<file path="src/rtl/fetch_stage_if.sv">
// Instruction-memory request/response bundle between the fetch stage and imem.
// The response carries same-cycle data: imem_rdata is valid whenever imem_ready is high.
interface fetch_stage_if;
  logic        imem_req;
  logic [31:0] imem_addr;
  logic        imem_ready;
  logic [31:0] imem_rdata;

  modport master (
    output imem_req,
    output imem_addr,
    input  imem_ready,
    input  imem_rdata
  );

  modport slave (
    input  imem_req,
    input  imem_addr,
    output imem_ready,
    output imem_rdata
  );
endinterface

</file>
<file path="src/rtl/fetch_stage.sv">
// IF stage plus IF/ID register of the 5-stage MIPS core: owns the PC, drives the
// imem handshake, applies hazard stalls and the decode-resolved branch/jump redirect.
module fetch_stage #(
  parameter logic [31:0] RESET_PC  = 32'h0000_0000,
  parameter logic [31:0] NOP_INSTR = 32'h0000_0000
) (
  input  logic                 clk,
  input  logic                 rst,
  input  logic                 stallF,
  input  logic                 stallD,
  input  logic                 pcsrcD,
  input  logic [31:0]          pc_branchD,
  input  logic                 jumpD,
  input  logic [31:0]          pc_jumpD,
  fetch_stage_if.master        imem,
  output logic [31:0]          instrD,
  output logic [31:0]          pcplus4D,
  output logic                 validD,
  output logic                 fetch_stall
);

  typedef enum logic [1:0] {
    S_REQ   = 2'd0,
    S_BUF   = 2'd1,
    S_DRAIN = 2'd2
  } state_e;

  state_e      state_q, state_d;
  logic [31:0] pc_q, pc_d;
  logic [31:0] redir_pc_q, redir_pc_d;
  logic [31:0] buf_q, buf_d;
  logic [31:0] instr_q, instr_d;
  logic [31:0] pcplus4_q, pcplus4_d;
  logic        valid_q, valid_d;

  logic        redir;
  logic [31:0] target;
  logic        deliver;
  logic [31:0] deliver_word;

  // A redirect held off by stallD is simply re-presented by decode next cycle.
  assign redir  = (pcsrcD | jumpD) & ~stallD;
  assign target = jumpD ? pc_jumpD : pc_branchD;

  always_comb begin
    // NOTE: every signal gets a default before the case so no path leaves it unassigned (no latch).
    state_d      = state_q;
    pc_d         = pc_q;
    redir_pc_d   = redir_pc_q;
    buf_d        = buf_q;
    deliver      = 1'b0;
    deliver_word = imem.imem_rdata;

    unique case (state_q)
      S_REQ: begin
        if (imem.imem_ready) begin
          if (redir) begin
            pc_d = target;
          end else if (!stallF) begin
            deliver = 1'b1;
            pc_d    = pc_q + 32'd4;
          end else begin
            buf_d   = imem.imem_rdata;
            state_d = S_BUF;
          end
        end else if (redir) begin
          // The outstanding request cannot be withdrawn; park the target until it drains.
          redir_pc_d = target;
          state_d    = S_DRAIN;
        end
      end

      S_BUF: begin
        deliver_word = buf_q;
        if (redir) begin
          pc_d    = target;
          state_d = S_REQ;
        end else if (!stallF) begin
          deliver = 1'b1;
          pc_d    = pc_q + 32'd4;
          state_d = S_REQ;
        end
      end

      S_DRAIN: begin
        if (imem.imem_ready) begin
          pc_d    = redir ? target : redir_pc_q;
          state_d = S_REQ;
        end else if (redir) begin
          redir_pc_d = target;
        end
      end

      default: state_d = S_REQ;
    endcase
  end

  // IF/ID priority below reset: flush, then hold, then load word or bubble.
  always_comb begin
    instr_d   = instr_q;
    pcplus4_d = pcplus4_q;
    valid_d   = valid_q;
    if (redir) begin
      instr_d = NOP_INSTR;
      valid_d = 1'b0;
    end else if (!stallD) begin
      if (deliver) begin
        instr_d   = deliver_word;
        pcplus4_d = pc_q + 32'd4;
        valid_d   = 1'b1;
      end else begin
        instr_d = NOP_INSTR;
        valid_d = 1'b0;
      end
    end
  end

  always_ff @(posedge clk) begin
    // NOTE: sequential state uses non-blocking assignments so all registers update together.
    if (rst) begin
      state_q    <= S_REQ;
      pc_q       <= RESET_PC;
      redir_pc_q <= RESET_PC;
      // NOTE: buf_q is only read in S_BUF; it is cleared so reset state is fully deterministic.
      buf_q      <= '0;
      instr_q    <= NOP_INSTR;
      pcplus4_q  <= '0;
      valid_q    <= 1'b0;
    end else begin
      state_q    <= state_d;
      pc_q       <= pc_d;
      redir_pc_q <= redir_pc_d;
      buf_q      <= buf_d;
      instr_q    <= instr_d;
      pcplus4_q  <= pcplus4_d;
      valid_q    <= valid_d;
    end
  end

  assign imem.imem_req  = ~rst & (state_q != S_BUF);
  assign imem.imem_addr = pc_q;

  // Must depend only on state and imem_ready: the hazard unit feeds it back into stallF/stallD.
  assign fetch_stall = ((state_q == S_REQ) & ~imem.imem_ready) | (state_q == S_DRAIN);

  assign instrD   = instr_q;
  assign pcplus4D = pcplus4_q;
  assign validD   = valid_q;

endmodule

</file>
<file path="src/flat_wrapper.sv">
// flat-port wrapper written by rule: the top's interface ports become plain ports
module fetch_stage_flat 
#(
  parameter logic [31:0] RESET_PC  = 32'h0000_0000,
  parameter logic [31:0] NOP_INSTR = 32'h0000_0000
)
  (clk, rst, stallF, stallD, pcsrcD, pc_branchD, jumpD, pc_jumpD, instrD, pcplus4D, validD, fetch_stall, imem_imem_req, imem_imem_addr, imem_imem_ready, imem_imem_rdata);
  fetch_stage_if imem_i ();
  input  logic clk;
  input  logic rst;
  input  logic stallF;
  input  logic stallD;
  input  logic pcsrcD;
  input  logic [31:0] pc_branchD;
  input  logic jumpD;
  input  logic [31:0] pc_jumpD;
  output logic [31:0] instrD;
  output logic [31:0] pcplus4D;
  output logic validD;
  output logic fetch_stall;
  output wire logic [$bits(imem_i.imem_req)-1:0] imem_imem_req;
  output wire logic [$bits(imem_i.imem_addr)-1:0] imem_imem_addr;
  input wire logic [$bits(imem_i.imem_ready)-1:0] imem_imem_ready;
  input wire logic [$bits(imem_i.imem_rdata)-1:0] imem_imem_rdata;
  assign imem_imem_req = imem_i.imem_req;
  assign imem_imem_addr = imem_i.imem_addr;
  assign imem_i.imem_ready = imem_imem_ready;
  assign imem_i.imem_rdata = imem_imem_rdata;
  fetch_stage #(.RESET_PC(RESET_PC), .NOP_INSTR(NOP_INSTR)) u_core (.clk(clk), .rst(rst), .stallF(stallF), .stallD(stallD), .pcsrcD(pcsrcD), .pc_branchD(pc_branchD), .jumpD(jumpD), .pc_jumpD(pc_jumpD), .imem(imem_i), .instrD(instrD), .pcplus4D(pcplus4D), .validD(validD), .fetch_stall(fetch_stall));
endmodule
</file>
<file path="config.mk">
export PLATFORM = sky130hd
export DESIGN_NAME = fetch_stage_flat
export DESIGN_NICKNAME = d
export VERILOG_FILES = /design/src/rtl/fetch_stage_if.sv /design/src/rtl/fetch_stage.sv /design/src/flat_wrapper.sv
export SDC_FILE = /design/constraint.sdc
export NUM_CORES = 1
export LEC_CHECK = 0
export ABC_CLOCK_PERIOD_IN_PS = 1900
export CORE_ASPECT_RATIO = 1.2
export CORE_MARGIN = 3
export CORE_UTILIZATION = 45
export CTS_CLUSTER_DIAMETER = 100
export DETAILED_ROUTE_END_ITERATION = 16
export PLACE_DENSITY = 0.79
export SLEW_MARGIN = 10
export SYNTH_ARGS = -nofsm -noshare
export SYNTH_HDL_FRONTEND = slang
export SYNTH_SLANG_ARGS = --single-unit
</file>
<file path="constraint.sdc">
create_clock -name clk -period 1.9 [get_ports clk]
set_input_delay 0.38 -clock clk [delete_from_list [all_inputs] [get_ports clk]]
set_output_delay 0.38 -clock clk [all_outputs]
set_load 0.03 [all_outputs]
</file>
==> run_1/clock_nets.png <==
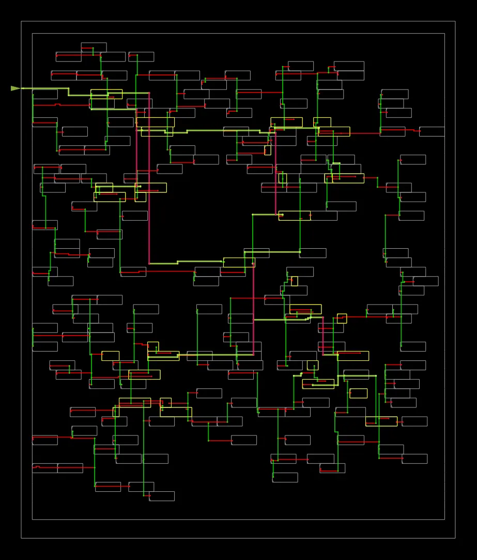
Seq cells: 163
TritonCTS Sinks: 163

==> run_1/clock_wires.png <==
Scale bar: 50 um.
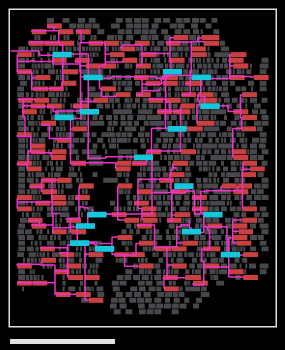
- flip-flops: red (count 163)
- clock wires: magenta (length 1980 um)
- clock-net drivers: cyan (count 17)
- flops lie: all over the die
Max Clock Skew: 0.00560 ns
later-pin clock latency in the skew report: 0.43 ns
power drawn by the clock network: 3.38 mW
clock network fraction of total power: 0.389

==> impl_metrics.csv, run 1 <==
group,metric,value,unit
cells_and_area,syn_to_final_growth,45.5,%
critical_path,crit_required,1.52,ns
critical_path,timing.setup.critical_path_class,"reg2out",
clocking,worst_setup_hold_path_clk_slew,0.06,ns
critical_path,cp.buffers_inverters,1,
detailed_routing,drtIter0Drc,648,
synth,ys_warn_count,0,
synth,synth_async_sr_flop_share,0,
sta,worst_setup_slack_final,0.0276,ns
detailed_routing,route.detailed.drc,0,
synth,flip_flop_cell_with_the_highest_count_after_synthesis,"dfxtp_1",
clocking,htree_levels,4,
die,coreArea,17000,um2
power,p_leak,4.48,nW
synth,postSynthNetCount,1101,
clocking,cts_inserted_buffers,17,
clocking,tritoncts,"built",
die,floorplan.rows,52,
die,die_height,150,um
critical_path,worst_setup_path_end_kind,"output pin",
synth,area_leaders,"dfxtp_1, nand2_1, a21oi_1, nor2_1, a211oi_1",
status,run_status,"completed",
critical_path,cp_cell_sequence,"clkdlybuf4s50_1",
global_route,grt_max_degree,60,
synth,synth.cell_area,7820,um2
sta,relSlewSlack,0.676,
power,p_seq_frac,0.428,
global_route,initial_antenna_violation_count,1,
synth,flip_flop_and_latch_count_after_synthesis,163,
clocking,ctsRootBufferMaster,"clkbuf_16",
die,initial_core_util,0.461,
power,combPwrFrac,0.182,
sta,rsz_0062_raised_after_global_routing,"no",
flow_run,max_cap_viol_count,0,
global_route,grt_busiest_layer,"met2",
power,pwr_density_cell,762,nW/um2
synth,count_of_library_flops_with_an_enable_pin,0,
cells_and_area,finish.net_count,1332,
detailed_routing,met1Wirelength,9930,um
clocking,number_of_buffers_between_clock_root_and_the_deepest_sink,2,
min_path,timing.hold.worst.class,"in2reg",
synth,synth-cells-yosys,997,
sta,final_hold_viol_count,0,
detailed_routing,firstDrtPassIters,7,
synth,synthCells,997,
die,ioPinCount,202,
synth,yosys.cell_types.count,64,
sta,setup_viol_count_final,0,
synth,synth_top_area_share,0.417,
synth,synth-area-yosys,7820,um2
detailed_routing,highest_layer,"met4",
global_route,first_global_vias,7736,
place,pre_cts_ws,-0.353,ns
die,die-width,126,um
sta,report.final.slew_viol_count,0,
place,hpwlAfterDp,17800,um
synth,leading_post_synthesis_cells_by_instance_count,"nand2_1, dfxtp_1, nor2_1",
place,portBuffers,201,
power,p_int,6.25,mW
power,swShare,0.280,
global_route,grt_use_met2,0.422,
synth,netlist.top_cell.by_area,"dfxtp_1",
flow_run,openroad.warnings,27,
power,report.power.total,8.67,mW
power,switching_power,2.43,mW
synth,synth_top_cell_by_count,"nand2_1",
cells_and_area,n_fill_cell,1416,
sta,worst_slew_pin_slew,0.479,ns
detailed_routing,via_per_inst,5.62,
critical_path,timing.critical_path.slowest_cell_delay,0.69,ns
synth,synth_area_per_cell,7.85,um2
cells_and_area,drive_above_1_share,0.154,
==> run_1/layers.png <==
Scale bar: 50 um. Two of the layers only.
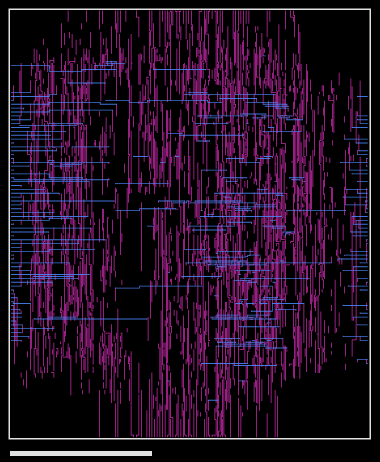
- M3: blue (wire length 2210 um)
- M2: magenta (wire length 12000 um)
aggregate global-route resource usage: 0.256
Detailed Route WL: 24700 um
average detailed-routed wire length per instance: 17.0 um
routed via count: 8194

run 1: cell families after synthesis:
family                   count (synthesis)  synth area share
adder cells (fa/ha/maj)                  1           0.00160
XOR/XNOR                                23            0.0257
buffers and inverters                   93            0.0497
flip-flops                             163             0.417
AND-OR/OR-AND                          274             0.220
multiplexers                            34            0.0437
AND/OR/NAND/NOR                        409             0.242
run 1: cell type report:
type | instances | area (um2) | share of cell area
clock buffer | 21 | 480 | 0.0422
timing repair buffer | 296 | 2900 | 0.255
multi-input combinational | 741 | 4300 | 0.377
tap | 216 | 270 | 0.0237
inverter | 9 | 33.8 | 0.00297
clock inverter | 11 | 100 | 0.00879
sequential | 163 | 3300 | 0.290
antenna | 1 | 2.50 | 0.000220
run 1: repair_timing:
action	in CTS	in global routing
endpoints found under the setup margin	31	26
pin swaps	0	5
gates cloned	0	0
endpoints found under the hold margin	0	0
resized	31	25
hold buffers	0	0
setup buffers	0	2
run 1: state kept, by name (all words and copies together) (netlist names):
signal	count
u_core.instrD	32
u_core.redir_pc_q	32
u_core.pcplus4D	32
u_core.imem.imem_addr	32
u_core.state_q	2
u_core.validD	1
u_core.buf_q	32
run 1: power by group through the flow:
stage,clock (mW),sequential (mW),combinational (mW)
2_1_floorplan,0,3.94,0.659
3_3_place_gp,0,3.78,1.57
3_5_place_dp,0,3.79,1.60
4_1_cts,3.41,3.71,1.58
5_1_grt,3.57,3.73,1.71
6_report,3.38,3.71,1.58
run 1: final timing paths:
check,start,endpoint,slack [ns],depth (start not counted)
worst max-delay path,u_core.pcplus4D[31]$_SDFFE_PP0P_,pcplus4D[31],0.03,1
worst min-delay path,rst,u_core.redir_pc_q[14]$_SDFFE_PP0P_,0.25,2
worst max register to register,u_core.imem.imem_addr[2]$_SDFFE_PP0P_,u_core.imem.imem_addr[14]$_SDFFE_PP0P_,0.08,6
worst min register to register,u_core.buf_q[26]$_SDFFE_PP0P_,u_core.buf_q[26]$_SDFFE_PP0P_,0.46,2
run 1: through the flow:
step	instance area, um2	utilization	TNS, ns	hold slack [ns]	instances
final	11400	0.670	0	0.251	1458
after global routing	11400	0.670	0	0.256	1458
after CTS	11300	0.664	0	0.238	1455
after detailed placement	10700	0.632	-29.03	0.448	1423
after global placement	10700	0.632	-22.31	0.442	1423
after floorplan	7890	-	-0.0481	0.437	997
run 1: cell usage in the layout, fill, tap and decap left out, types with 4 or more instances in the layout:
cell	Yosys	layout
a211oi_1	58	58
buf_12	0	15
dfxtp_2	0	15
a31oi_1	13	13
clkbuf_16	0	17
nand4_4	3	4
nand2b_1	7	6
buf_4	4	81
dlygate4sd2_1	0	28
nor4_4	2	4
nand3_1	31	31
o21ai_0	28	28
xnor2_1	11	11
o211ai_1	4	4
clkbuf_8	0	4
a21oi_1	124	124
dfxtp_1	163	142
mux2i_1	33	33
nand2_1	174	173
nor3_1	21	21
clkdlybuf4s50_1	0	159
inv_1	9	9
a311oi_1	4	4
dlymetal6s2s_1	0	10
o31ai_1	5	4
nor4_1	6	4
xor2_1	12	12
nand4_1	6	6
dfxtp_4	0	6
nor2_1	128	125
o32ai_1	7	7
==> run 2, diff against run 1 <==
--- a/config.mk
+++ b/config.mk
@@ -8,10 +8,12 @@
 export ABC_CLOCK_PERIOD_IN_PS = 1900
 export CORE_ASPECT_RATIO = 1.2
 export CORE_MARGIN = 3
-export CORE_UTILIZATION = 45
+export CORE_UTILIZATION = 46
+export CTS_BUF_LIST = sky130_fd_sc_hd__clkbuf_4 sky130_fd_sc_hd__clkbuf_8
 export CTS_CLUSTER_DIAMETER = 100
 export DETAILED_ROUTE_END_ITERATION = 16
-export PLACE_DENSITY = 0.79
+export PLACE_DENSITY = 0.8
+export SKIP_LAST_GASP = 1
 export SLEW_MARGIN = 10
 export SYNTH_ARGS = -nofsm -noshare
 export SYNTH_HDL_FRONTEND = slang
==> run_2/class_map.png <==
Fill, decap, tap and diode cells in gray.
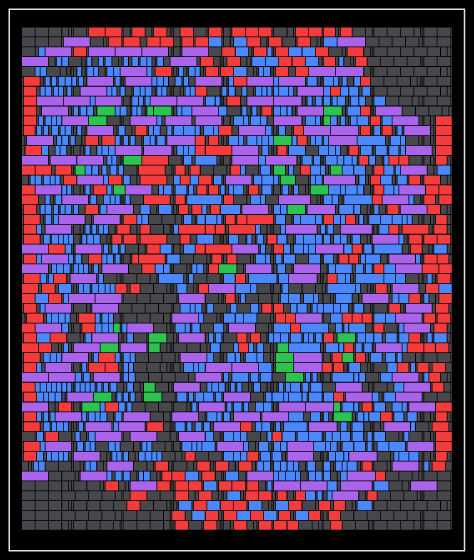
- sequential cells: purple (cells 163; share of their area 30%)
- remaining buffers and delay cells: red (cells 297; share of their area 27%)
- clock drivers and dummy loads: green (cells 32; share of their area 3.3%)
- remaining logic cells: blue (cells 750; share of their area 40%)
placeable core area: 16500 um2
cell area after layout: 11200 um2
flop share of the area: 0.296

==> run_2/m1.png <==
Scale bar: 50 um.
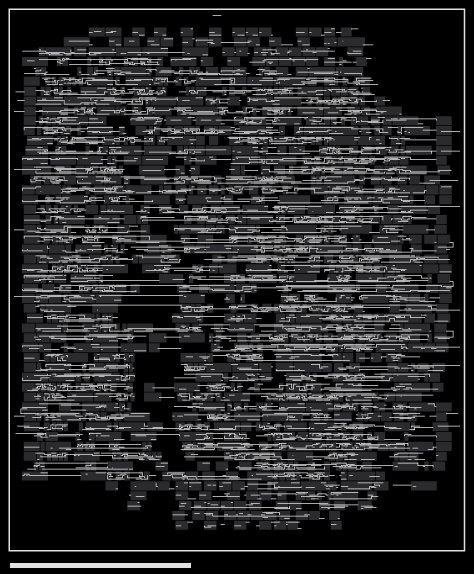
- share of all routed wire: 40%
- longest straight run: 46.5 um
- nets with wire on the layer: 1194
routed via count: 8129
Detailed Route WL: 24600 um
met1 track utilization from global routing: 0.322

==> run 2 against run 1 <==
Compared with the run above:
- fmax up 1.6%
- cell count down 0.27%
- count of clock-buffer cells in the layout down 2
- total power fell by 12%
- worst setup slack improved by 0.029 ns
==> impl_metrics.csv, run 2 <==
group,metric,value,unit
die,die_height,149,um
cells_and_area,drive_above_1_share,0.156,
die,die-width,125,um
cells_and_area,layout.cells.most_common,"nand2_1",
detailed_routing,via_per_inst,5.59,
sta,final.hold.worst_slack,0.221,ns
place,portBuffers,201,
synth,synth-cells-yosys,997,
die,floorplan.rows,51,
synth,flip_flop_and_latch_count_after_synthesis,163,
synth,synth_top_area_share,0.417,
detailed_routing,post_drt_wl_per_cell,16.9,um
cells_and_area,syn_to_final_growth,42.7,%
sta,setup_viol_count_final,0,
synth,flip_flop_cell_with_the_highest_count_after_synthesis,"dfxtp_1",
global_route,grt_max_degree,49,
clocking,worst_setup_hold_path_clk_slew,0.09,ns
critical_path,cp_cell_sequence,"clkdlybuf4s50_1",
synth,ys_warn_count,0,
critical_path,worst_setup_path_end_kind,"output pin",
synth,synth_area_per_cell,7.85,um2
sta,rsz_0062_raised_after_global_routing,"yes",
synth,postSynthNetCount,1101,
synth,leading_post_synthesis_cells_by_instance_count,"nand2_1, dfxtp_1, nor2_1",
sta,report.final.slew_viol_count,0,
flow_run,max_cap_viol_count,0,
clocking,tritoncts_sinks,163,
synth,synth_top_cell_by_count,"nand2_1",
die,ioPinCount,202,
sta,worst_slew_pin_slew,0.458,ns
synth,area_leaders,"dfxtp_1, nand2_1, a21oi_1, nor2_1, a211oi_1",
status,run_status,"completed",
cells_and_area,n_fill_cell,1402,
sta,relSlewSlack,0.686,
power,p_leak,4.91,nW
clocking,cts.hold.buffers_added,0,
place,hpwlAfterDp,17800,um
clocking,tritoncts,"built",
synth,synthCells,997,
cells_and_area,antenna-diode-count,0,
==> run_2/clock_nets.png <==
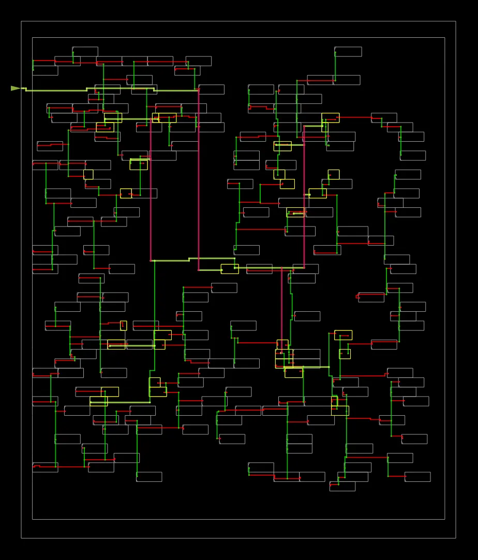
clock buffer count: 19
power drawn by the clock network: 2.34 mW
TritonCTS buffer count: 17
later-pin clock latency in the skew report: 0.45 ns

-- run 2: cell count changes in the layout (fill, tap and decap cells not counted), sizes merged --
cell and delta:
diode -1, inv +2, buf +1, dlygate4sd2 +11, clkbuf -2, dlymetal6s2s +27
bufinv -1, clkinv +1, clkdlybuf4s50 -38
-- run 2: worst register-to-register path, delay by kind of cell (launching register included) --
kind / cells / cell delay, ns
AND-OR/OR-AND: 1 / 0.15
flip-flops: 1 / 0.39
AND/OR/NAND/NOR: 4 / 1.22
-- run 2: routing by layer --
| metal | vias up | GRT usage | part of all wire |
|---|---|---|---|
| met5 | - | 0 | 0 |
| met4 | 0 | 0.0738 | 0.015 |
| met3 | 29 | 0.0638 | 0.083 |
| met2 | 332 | 0.439 | 0.50 |
| met1 | 3768 | 0.322 | 0.40 |
| li1 | 4000 | - | - |
-- run 2: worst paths after layout --
| check | startpoint | to | slack (ns) | depth (start not counted) |
|---|---|---|---|---|
| setup / recovery | u_core.pcplus4D[2]$_SDFFE_PP0P_ | pcplus4D[2] | 0.06 | 1 |
| hold / removal | rst | u_core.imem.imem_addr[19]$_SDFFE_PP0P_ | 0.22 | 2 |
| setup reg to reg | u_core.imem.imem_addr[18]$_SDFFE_PP0P_ | u_core.imem.imem_addr[25]$_SDFFE_PP0P_ | 0.07 | 5 |
| hold reg to reg | u_core.buf_q[14]$_SDFFE_PP0P_ | u_core.buf_q[14]$_SDFFE_PP0P_ | 0.46 | 2 |
-- run 2: power by group --
group / internal (mW) / switching (mW) / leakage (nW) / total, mW
registers: 3.58 / 0.128 / 1.34 / 3.70
clock network: 0.996 / 1.35 / 0.189 / 2.34
logic: 0.697 / 0.866 / 3.38 / 1.56
-- run 2: stage by stage --
stage / cell area [um2] / power, mW / setup slack (ns) / cells / utilization
after global placement: 10700 / 5.34 / -0.286 / 1421 / 0.650
after detailed placement: 10700 / 5.37 / -0.353 / 1421 / 0.650
after floorplan: 7890 / 4.60 / -0.0481 / 997 / -
final: 11200 / 7.61 / 0.0568 / 1454 / 0.678
after global routing: 11200 / 7.92 / -0.0243 / 1454 / 0.678
after CTS: 11000 / 7.65 / 0.00309 / 1453 / 0.669
-- run 2: layout make-up --
cell class	count	area [um2]	share of cell area
Multi-Input combinational cell	741	4280	0.383
Sequential cell	163	3310	0.296
Timing Repair Buffer	297	2910	0.261
Tap cell	212	265	0.0238
Clock buffer	19	262	0.0234
Clock inverter	13	100	0.00897
Inverter	9	33.8	0.00303
-- run 2: logic make-up after synthesis --
family                     synth area share
and+or+nand+nor                       0.242
AOI/OAI and AO/OA                     0.220
DFF                                   0.417
buffers and inverters                0.0497
muxes                                0.0437
xor gates and xnor gates             0.0257
adders and majority gates           0.00160
-- run 2: what timing repair did --
| item | CTS | global route |
|---|---|---|
| gates resized | 40 | 51 |
| endpoints found under the setup margin | 40 | 49 |
| pin swaps | 0 | 5 |
| setup buffers | 0 | 1 |
Power figures rest on the tool's default switching activity, not on a simulated workload.
